Fig. 1: nets reached from selected ports
Bar = 50 µm.
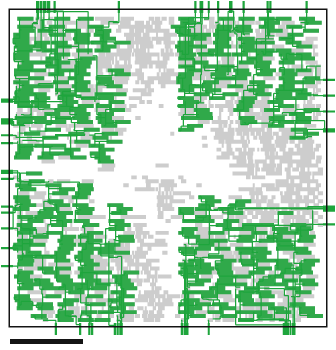
Fig. 2: routed metal, one color a layer
Only two layers are drawn.
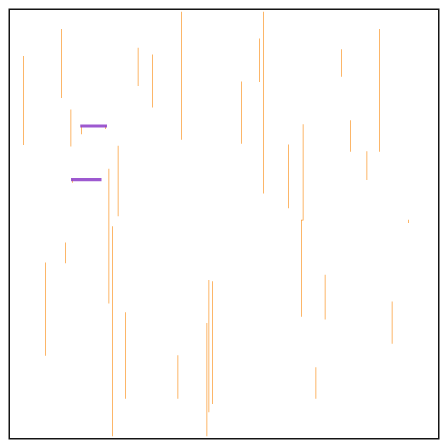
Fig. 3: placement view
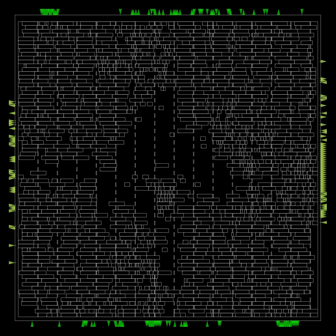
[src/rtl/bus_drvr_fifo_bank.sv]
// rtl/bus_drvr_fifo_bank.sv - bank of BITS*DRVRS independent show-ahead packet FIFOs
// Each channel supports drop-new or overwrite-oldest on full, with a saturating drop counter.
module bus_drvr_fifo_bank #(
  parameter int BITS     = 1,
  parameter int DRVRS    = 4,
  parameter int PCKG_SZ  = 16,
  parameter int DEPTH    = 8,
  parameter int OVF_MODE = 0,
  parameter int CNT_W    = 8
) (
  input  logic                                      clk,
  input  logic                                      reset,
  input  logic [BITS*DRVRS-1:0]                     push,
  input  logic [BITS*DRVRS*PCKG_SZ-1:0]             D_push,
  input  logic [BITS*DRVRS-1:0]                     pop,
  output logic [BITS*DRVRS*PCKG_SZ-1:0]             D_pop,
  output logic [BITS*DRVRS-1:0]                     pndng,
  output logic [BITS*DRVRS-1:0]                     full,
  output logic [BITS*DRVRS*$clog2(DEPTH+1)-1:0]     count,
  output logic [BITS*DRVRS*CNT_W-1:0]               drop_cnt
);

  localparam int NCH   = BITS * DRVRS;
  localparam int PTR_W = $clog2(DEPTH);
  localparam int CW    = $clog2(DEPTH + 1);

  logic [PCKG_SZ-1:0] mem_q [NCH][DEPTH];

  logic [PTR_W-1:0] rd_ptr_q [NCH];
  logic [PTR_W-1:0] rd_ptr_d [NCH];
  logic [PTR_W-1:0] wr_ptr_q [NCH];
  logic [PTR_W-1:0] wr_ptr_d [NCH];
  logic [CW-1:0]    cnt_q    [NCH];
  logic [CW-1:0]    cnt_d    [NCH];
  logic [CNT_W-1:0] drop_q   [NCH];
  logic [CNT_W-1:0] drop_d   [NCH];
  logic [NCH-1:0]   wr_en;

  // Explicit wrap so non-power-of-two depths cycle correctly.
  function automatic logic [PTR_W-1:0] ptr_inc(input logic [PTR_W-1:0] p);
    return (p == PTR_W'(DEPTH - 1)) ? '0 : p + PTR_W'(1);
  endfunction

  always_comb begin
    for (int ch = 0; ch < NCH; ch++) begin
      logic is_full;
      logic is_empty;
      logic do_push;
      logic do_pop;
      logic do_drop;

      rd_ptr_d[ch] = rd_ptr_q[ch];
      wr_ptr_d[ch] = wr_ptr_q[ch];
      cnt_d[ch]    = cnt_q[ch];
      drop_d[ch]   = drop_q[ch];
      wr_en[ch]    = 1'b0;

      is_full  = (cnt_q[ch] == CW'(DEPTH));
      is_empty = (cnt_q[ch] == '0);
      do_drop  = push[ch] && !pop[ch] && is_full;
      do_push  = push[ch] && (!is_full || pop[ch] || (OVF_MODE != 0));
      // Overwrite mode retires the oldest entry to make room for the new one.
      do_pop   = (pop[ch] && !is_empty) || (do_drop && (OVF_MODE != 0));

      if (do_push) begin
        wr_en[ch]    = 1'b1;
        wr_ptr_d[ch] = ptr_inc(wr_ptr_q[ch]);
      end
      if (do_pop) begin
        rd_ptr_d[ch] = ptr_inc(rd_ptr_q[ch]);
      end
      if (do_push && !do_pop) begin
        cnt_d[ch] = cnt_q[ch] + CW'(1);
      end else if (do_pop && !do_push) begin
        cnt_d[ch] = cnt_q[ch] - CW'(1);
      end
      if (do_drop && (drop_q[ch] != {CNT_W{1'b1}})) begin
        drop_d[ch] = drop_q[ch] + CNT_W'(1);
      end
    end
  end

  always_ff @(posedge clk or posedge reset) begin
    if (reset) begin
      for (int ch = 0; ch < NCH; ch++) begin
        rd_ptr_q[ch] <= '0;
        wr_ptr_q[ch] <= '0;
        cnt_q[ch]    <= '0;
        drop_q[ch]   <= '0;
      end
    end else begin
      for (int ch = 0; ch < NCH; ch++) begin
        rd_ptr_q[ch] <= rd_ptr_d[ch];
        wr_ptr_q[ch] <= wr_ptr_d[ch];
        cnt_q[ch]    <= cnt_d[ch];
        drop_q[ch]   <= drop_d[ch];
      end
    end
  end

  // Storage is never visible while empty, so it carries no reset.
  always_ff @(posedge clk) begin
    for (int ch = 0; ch < NCH; ch++) begin
      if (wr_en[ch]) begin
        mem_q[ch][wr_ptr_q[ch]] <= D_push[ch*PCKG_SZ +: PCKG_SZ];
      end
    end
  end

  for (genvar g = 0; g < NCH; g++) begin : g_out
    assign pndng[g]                      = (cnt_q[g] != '0);
    assign full[g]                       = (cnt_q[g] == CW'(DEPTH));
    assign D_pop[g*PCKG_SZ +: PCKG_SZ]   = pndng[g] ? mem_q[g][rd_ptr_q[g]] : '0;
    assign count[g*CW +: CW]             = cnt_q[g];
    assign drop_cnt[g*CNT_W +: CNT_W]    = drop_q[g];
  end

endmodule

[config.mk]
export PLATFORM = sky130hd
export DESIGN_NAME = bus_drvr_fifo_bank
export DESIGN_NICKNAME = d
export VERILOG_FILES = /design/src/rtl/bus_drvr_fifo_bank.sv
export SDC_FILE = /design/constraint.sdc
export NUM_CORES = 1
export LEC_CHECK = 0
export CAP_MARGIN = 5
export CORE_MARGIN = 2
export CORE_UTILIZATION = 52
export DETAILED_ROUTE_END_ITERATION = 8
export PLACE_DENSITY = 0.75
export SETUP_SLACK_MARGIN = 0.05
export SLEW_MARGIN = 20
export SYNTH_ARGS = -nofsm -noshare
export SYNTH_HDL_FRONTEND = slang
export SYNTH_SLANG_ARGS = --single-unit
[constraint.sdc]
create_clock -name clk -period 3.35 [get_ports clk]
set_input_delay 0.5025 -clock clk [delete_from_list [all_inputs] [get_ports clk]]
set_output_delay 0.5025 -clock clk [all_outputs]
set_load 0.02 [all_outputs]
==> reports/results.ini <==
[hold_path]
hold_class=input port to async pin

[sta]
setup_slack_ns=0.1634
slew-limit-headroom_pct=46.15
finalSetupViolCount=0
rsz0062_at_grt=false

[place]
gp_congestion=0.8498
dp_hpwl_um=29060
dp_slack_ns=0.2002
place_area_um2=26720

[floorplan]
coreArea_um2=44510
fp_util_pct=52.94

[synth]
top_area_cell=edfxtp_1
synth_seq_share_pct=72.89
syn_area_per_cell_um2=19.00
synth_nets=1350
synth-edff-count=512
synth-seq-cells=584
yosysChipArea_um2=23560

[critical_path]
required_ns=2.85
cp.arrival_ns=2.68

[clock_network]
ctsRootBufferMaster=clkbuf_16

[global_routing]
grt_pass1_vias=12760
grt_start_max_net_pins=45
antenna_found_initial=2
grt_pass1_wl_um=73890

[power]
power_switching_mw=8.184

[status]
status=finished, final reports clean

[route]
dr_wl_met2_um=23830
route.met3.wl_um=2787
drt-initial-drc-count=975

[layout]
fin_nets=1622

[run]
cap_violations=0

Notes on Fig. 1 above:
| port | color | bits | direction | edge | end cells | buffers | wire |
|---|---|---|---|---|---|---|---|
| `D_push` | green | 64 | input | 20 top, 20 bottom, 15 left, 9 right | 512 | 64 | 6070 µm |
I/O Buffers: 193
Ports: 194

Notes on Fig. 2 above:
| layer | color | wire length |
|---|---|---|
| met5 | purple | 25.8 µm |
| met4 | orange | 1170 µm |
Detailed Route WL: 48070 µm
Tot GR Track Use: 20.78%
Vias: 12370
WL per Instance: 22.34 µm

Notes on Fig. 3 above:
Layout Cells excl Fill: 2152
FFs & Latches: 584
# fillers: 3042
flop share of the area: 59.83%
row count: 77

-- registers in the layout, indices dropped and copies added, names as in the netlist --
signal,flops
mem_q,512
wr_ptr_q,12
count,16
rd_ptr_q,12
drop_cnt,32
-- path summary, 6_finish.rpt --
check	slack, ns	endpoint	cells past startpoint	start
setup reg to reg	0.17	count[11]$_DFFE_PP0P_	10	count[8]$_DFFE_PP0P_
min in group clk	0.54	drop_cnt[0]$_DFFE_PP0P_	1	drop_cnt[0]$_DFFE_PP0P_
hold / removal	0.36	count[14]$_DFFE_PP0P_	2	reset
setup / recovery	0.16	D_pop[36]	5	rd_ptr_q[3]$_DFFE_PP0P_
max in group asynchronous	2.18	rd_ptr_q[6]$_DFFE_PP0P_	3	reset
hold reg to reg	0.54	drop_cnt[0]$_DFFE_PP0P_	1	drop_cnt[0]$_DFFE_PP0P_
-- cell usage after synthesis, types with 12 or more instances --
master and instances:
buf_2 12, clkbuf_1 28, dfrtp_1 72, edfxtp_1 512, ha_1 32, inv_1 23
mux2_2 17, mux2i_1 68, mux4_2 128, nand2_1 52, nand2b_1 17, nand3_1 15
nor2_1 93, nor3_1 37, o21ai_0 14, xnor2_1 13
-- final cells by class --
class | count | area, µm²
multi-input cells | 583 | 6222
well taps | 592 | 740.7
repair buffers | 262 | 2537
flip-flops and latches | 584 | 17180
clock buffers | 80 | 1625
inverters | 24 | 91.34
clock inverters | 27 | 321.6
fillers | 3042 | 15790
-- cell families after synthesis --
family | count (synthesis) | share of synthesized area (%)
AOI/OAI and AO/OA | 65 | 1.927
xor gates and xnor gates | 19 | 0.7062
adders and majority gates | 36 | 2.039
buffers and inverters | 73 | 1.258
DFF | 584 | 72.89
muxes | 217 | 16.14
and+or+nand+nor | 246 | 5.034
-- placed cells by master, fill, tap and decap left out, drive strengths merged, types with 17 or more instances in the layout --
| cell type | n |
|---|---|
| edfxtp | 512 |
| buf | 69 |
| nand2b | 17 |
| nand2 | 52 |
| mux2i | 68 |
| nor3 | 37 |
| mux2 | 21 |
| clkinv | 17 |
| dfrtp | 72 |
| inv | 25 |
| ha | 32 |
| o21ai | 19 |
| mux4 | 128 |
| clkbuf | 80 |
| nor2 | 93 |
| clkdlybuf4s50 | 193 |
-- power by group through the flow --
| stage | registers (mW) | clock network (mW) | logic, mW |
|---|---|---|---|
| floorplan | 9.86 | 0 | 5.66 |
| global placement | 9.84 | 0 | 9.27 |
| detailed placement | 9.93 | 0 | 9.38 |
| CTS | 9.77 | 6.70 | 9.54 |
| global route | 9.87 | 6.98 | 10.1 |
| finish | 9.77 | 6.56 | 9.41 |
-- critical path: cells and delay by family (launching register included) --
family / cells / cell delay (ns)
buffers and inverters: 2 / 0.85
flip-flops: 1 / 0.58
multiplexers: 2 / 0.39
AND/OR/NAND/NOR: 1 / 0.28
-- per-layer routing --
metal  global-route usage (%)  up-vias
li1                         -     5498
met1                    28.31     6440
met2                    34.49      355
met3                    3.704       73
met4                    6.689        4
met5                        0        -
-- timing repair --
item	in CTS	in global routing
gates resized	1	5
setup endpoints to repair	13	3
buffers inserted	4	0
pin swaps	0	0
Power and IR drop assume default switching activity.
